### Nets reached from selected ports

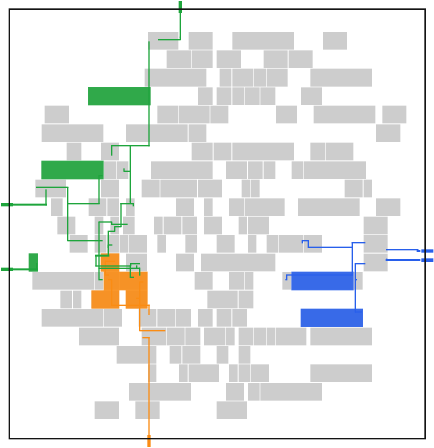
### Metal layers overlaid

Scale bar: 20 microns.
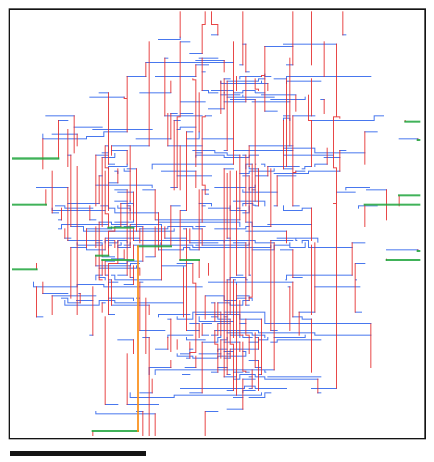
### Pin map

Pins as bars across the die edge, other pins in grey.
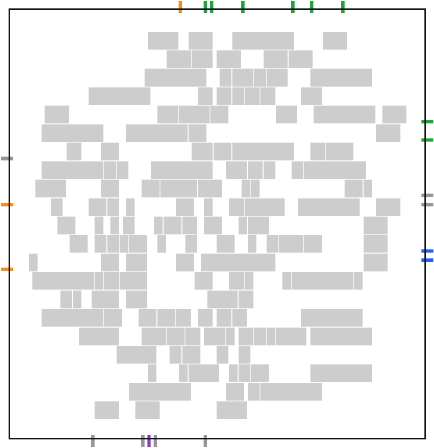
### Cell placement

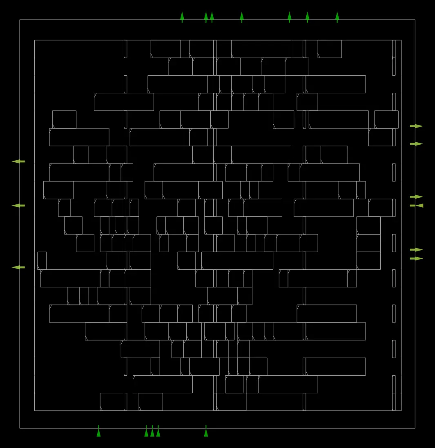
### Clock distribution

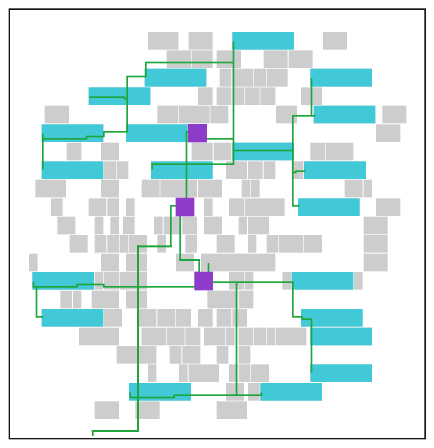
### config.mk
export PLATFORM = sky130hd
export DESIGN_NAME = el2_fair_monitor
export DESIGN_NICKNAME = d
export VERILOG_FILES = /design/src/rtl/el2_fair_pkg.sv /design/src/rtl/el2_stall_timer.sv /design/src/rtl/el2_fair_monitor.sv
export SDC_FILE = /design/constraint.sdc
export NUM_CORES = 1
export LEC_CHECK = 0
export CELL_PAD_IN_SITES_DETAIL_PLACEMENT = 0
export CELL_PAD_IN_SITES_GLOBAL_PLACEMENT = 1
export CORE_AREA = 2 2 59 61
export DETAILED_ROUTE_END_ITERATION = 10
export DIE_AREA = 0 0 61 63
export PLACE_DENSITY = 0.8
export SYNTH_ARGS = -nofsm -noshare
export SYNTH_HDL_FRONTEND = slang
export SYNTH_SLANG_ARGS = --single-unit
### constraint.sdc
create_clock -name clock -period 2.47 [get_ports clock]
set_input_delay 0.741 -clock clock [delete_from_list [all_inputs] [get_ports clock]]
set_output_delay 0.741 -clock clock [all_outputs]
set_load 0.05 [all_outputs]
### src/rtl/el2_fair_pkg.sv
// Shared constants for the EL2 fairness monitor: FSM encoding, fairness-set
// indices and the acceptance masks for the two- and three-set builds.
package el2_fair_pkg;

  typedef enum logic [1:0] {
    IDLE  = 2'd0,
    TRACK = 2'd1,
    ACC   = 2'd2,
    STALL = 2'd3
  } state_e;

  localparam int SET_DIG   = 0;
  localparam int SET_O     = 1;
  localparam int SET_PAUSE = 2;

  localparam logic [2:0] ALL_2SET = 3'b011;
  localparam logic [2:0] ALL_3SET = 3'b111;

endpackage

### src/rtl/el2_stall_timer.sv
// Counts consecutive frozen sampled cycles; expired fires in the cycle the
// count reaches STALL_LIM so the caller can act on it that same edge.
module el2_stall_timer #(
  parameter int STALL_LIM = 15,
  parameter int STALLW    = 4
) (
  input  logic clock,
  input  logic reset,
  input  logic sample_en,
  input  logic hold_clr,
  input  logic frozen,
  output logic expired
);

  localparam logic [STALLW-1:0] LIM = STALLW'(STALL_LIM);

  logic [STALLW-1:0] count;
  logic [STALLW-1:0] count_nxt;

  // NOTE: the default assignment up front keeps this block free of latches.
  always_comb begin
    count_nxt = count;
    if (hold_clr)
      count_nxt = '0;
    else if (sample_en)
      count_nxt = frozen ? ((count == LIM) ? LIM : count + 1'b1) : '0;
  end

  // NOTE: sequential state uses non-blocking assignments only.
  always_ff @(posedge clock or posedge reset) begin
    if (reset) count <= '0;
    else       count <= count_nxt;
  end

  assign expired = (count_nxt == LIM);

endmodule

### src/rtl/el2_fair_monitor.sv
// Generalized-Buchi acceptance and sink detector for the EL2 walker.
// Define EL2_FAIR_PAUSE_SET_EN to add the pause==0 fairness set.
module el2_fair_monitor
  import el2_fair_pkg::*;
#(
  parameter int CNTW      = 8,
  parameter int STALL_LIM = 15,
  parameter int STALLW    = 4
) (
  input  logic            clock,
  input  logic            reset,
  input  logic            sample_en,
  input  logic            colmsb,
  input  logic            collsb,
  input  logic            pause,
  output logic            accept,
  output logic [CNTW-1:0] epoch_cnt,
  output logic [2:0]      seen,
  output logic            stalled,
  output logic [1:0]      state
);

`ifdef EL2_FAIR_PAUSE_SET_EN
  localparam logic [2:0] ALL = ALL_3SET;
`else
  localparam logic [2:0] ALL = ALL_2SET;
`endif

  state_e     state_q;
  logic [1:0] prev_col;
  logic [2:0] hits;
  logic [2:0] seen_nxt;
  logic       complete;
  logic       frozen;
  logic       expired;

  // Masking with ALL keeps seen[2] at 0 when the pause set is disabled.
  always_comb begin
    hits = '0;
    if (sample_en) begin
      hits[SET_DIG]   = colmsb & collsb;
      hits[SET_O]     = colmsb & ~collsb;
      hits[SET_PAUSE] = ~pause;
      hits            = hits & ALL;
    end
  end

  assign seen_nxt = seen | hits;
  assign complete = sample_en && (seen_nxt == ALL);
  assign frozen   = ({colmsb, collsb} == prev_col) && !pause;

  always_ff @(posedge clock or posedge reset) begin
    if (reset)          prev_col <= '0;
    else if (sample_en) prev_col <= {colmsb, collsb};
  end

  el2_stall_timer #(
    .STALL_LIM (STALL_LIM),
    .STALLW    (STALLW)
  ) u_stall_timer (
    .clock     (clock),
    .reset     (reset),
    .sample_en (sample_en),
    .hold_clr  (state_q == IDLE),
    .frozen    (frozen),
    .expired   (expired)
  );

  always_ff @(posedge clock or posedge reset) begin
    if (reset) begin
      state_q   <= IDLE;
      seen      <= '0;
      accept    <= 1'b0;
      epoch_cnt <= '0;
      stalled   <= 1'b0;
    end else begin
      accept <= 1'b0;
      case (state_q)
        IDLE: begin
          if (sample_en && colmsb) begin
            state_q <= TRACK;
            seen    <= hits;
          end
        end
        TRACK, ACC: begin
          // A stall outranks an epoch completing on the same cycle.
          if (expired) begin
            state_q <= STALL;
            stalled <= 1'b1;
          end else if (complete) begin
            state_q <= ACC;
            seen    <= '0;
            accept  <= 1'b1;
            if (epoch_cnt != '1) epoch_cnt <= epoch_cnt + 1'b1;
          end else begin
            state_q <= TRACK;
            seen    <= seen_nxt;
          end
        end
        default: ;
      endcase
    end
  end

  assign state = state_q;

endmodule
==> flow_summary.yaml <==
# flow metrics
clock_network:
  clkTransAtPathRegs_ns: 0.13
  clock-sinks: 20
  cts_tree: "done"
  ctsLongestPathBuffers: 2
  insertion_delay_ns: 0.30
  cts_max_level: 1
worst_setup_path:
  cp-end-kind: "primary output"
  crit_start: "epoch_cnt[4]"
  reg2reg_slack_ns: 0.30
  cp.arrival_ns: 1.62
  crit_path_end: "epoch_cnt[4]"
  rr_worst_depth: 7
  path_delay_family: "buffers and inverters"
  slowest_stage: "clkdlybuf4s50_1"
  crit_type: "flop to primary output"
  worstSetupPathDepth: 1
  start_kind: "flop"
power_and_ir_drop:
  p_sw_mw: 0.571
  pwr-share-clk_pct: 20.2
  power-top-group: "combinational logic"
  swShare_pct: 42.1
  power_mw: 1.36
drt:
  wl_met1_microns: 1220
  post_drt_via_cell_ratio: 5.05
  drt_wl_total_microns: 2550
  drtIter0Drc: 32
  vias: 1004
  routedWlPerCell_microns: 12.8
  drt_pass1_iterations: 4
  drcViolationCount: 0
  routed.top_layer: "met4"
floorplan:
  die_area_sq_mm: 0.00384
  ios: 21
  initCoreUtil_pct: 37.2
yosys:
  ys_sh_adder_pct: 3.12
  synth_top_cell_by_area: "dfrtp_1"
  synth_warnings: 0
  synth-main-ff-cell: "dfrtp_1"
  netlist_area_sq_mm: 0.00120
  yosysCellCount: 124
  synth_top_area_share_pct: 41.6
  ys.flops: 20
  yosysSeqAreaShare_pct: 41.6
  simple_gate_area_share_pct: 20.8
  synth-edff-count: 0
  xor_share_pct: 5.72
cells_and_area:
  flop_area_sq_um: 500
  seq_area_share_pct: 32.1
  fill_cells: 310
  n_all_buffers: 31
  buffer_area_share_pct: 18.5
  comb_share_pct: 40.6
  nClkBuffers: 3
  fin_nets: 163
  n_antenna_cell: 0
grt:
  track_usage_pct: 15.5
  met2_usage_pct: 23.0
  grt_pass1_wl_microns: 4530
  use_met1_pct: 22.6
  overflow: 0
  grt_util_met3_pct: 2.28
status:
  outcome: "finished, final reports clean"
final_timing:
  hold_slack_ns: 0.490
  setup-violations-final: 0
  max_clock_freq_mhz: 424
  finalMaxSlewViolations: 0
min_path:
  holdPathEnd: "stalled"
placement:
  place_worst_setup_slack_ns: -0.276
  place_hpwl_microns: 1820
  placed_cells: 195
-- 'Nets reached from selected ports' (at the start) --
- green: seen (direction output; end cells 3; buffers 2; wire 123 microns)
- orange: collsb (direction input; end cells 5; buffers 2; wire 42.1 microns)
- blue: state (direction output; end cells 2; buffers 2; wire 45.4 microns)

-- 'Metal layers overlaid' (at the start) --
- blue: M1 (wire length 1,220 microns)
- red: M2 (wire length 1,240 microns)
- green: M3 (wire length 57.7 microns)
- orange: M4 (wire length 27.2 microns)

-- 'Pin map' (at the start) --
- blue: state (pins 2; direction output; edge east)
- green: epoch_cnt (pins 8; direction output; edge 6 north, 2 east)
- purple: collsb (pins 1; direction input; edge south)
- orange: seen (pins 3; direction output; edge 2 west, 1 north)
PortBufs: 19
Die Span Y: 63 microns
die width: 61 microns

-- 'Cell placement' (at the start) --
Seq cells: 20
tapcell count: 46
non-filler cells, final: 199
core area: 0.00323 sq mm

-- 'Clock distribution' (at the start) --
- green: clock wires (length 291 microns)
- purple: clock-net drivers (count 3)
- cyan: flip-flops (count 20)
- flops lie: widely spread
- routed clock nets: 4

Power and IR drop assume default switching activity.
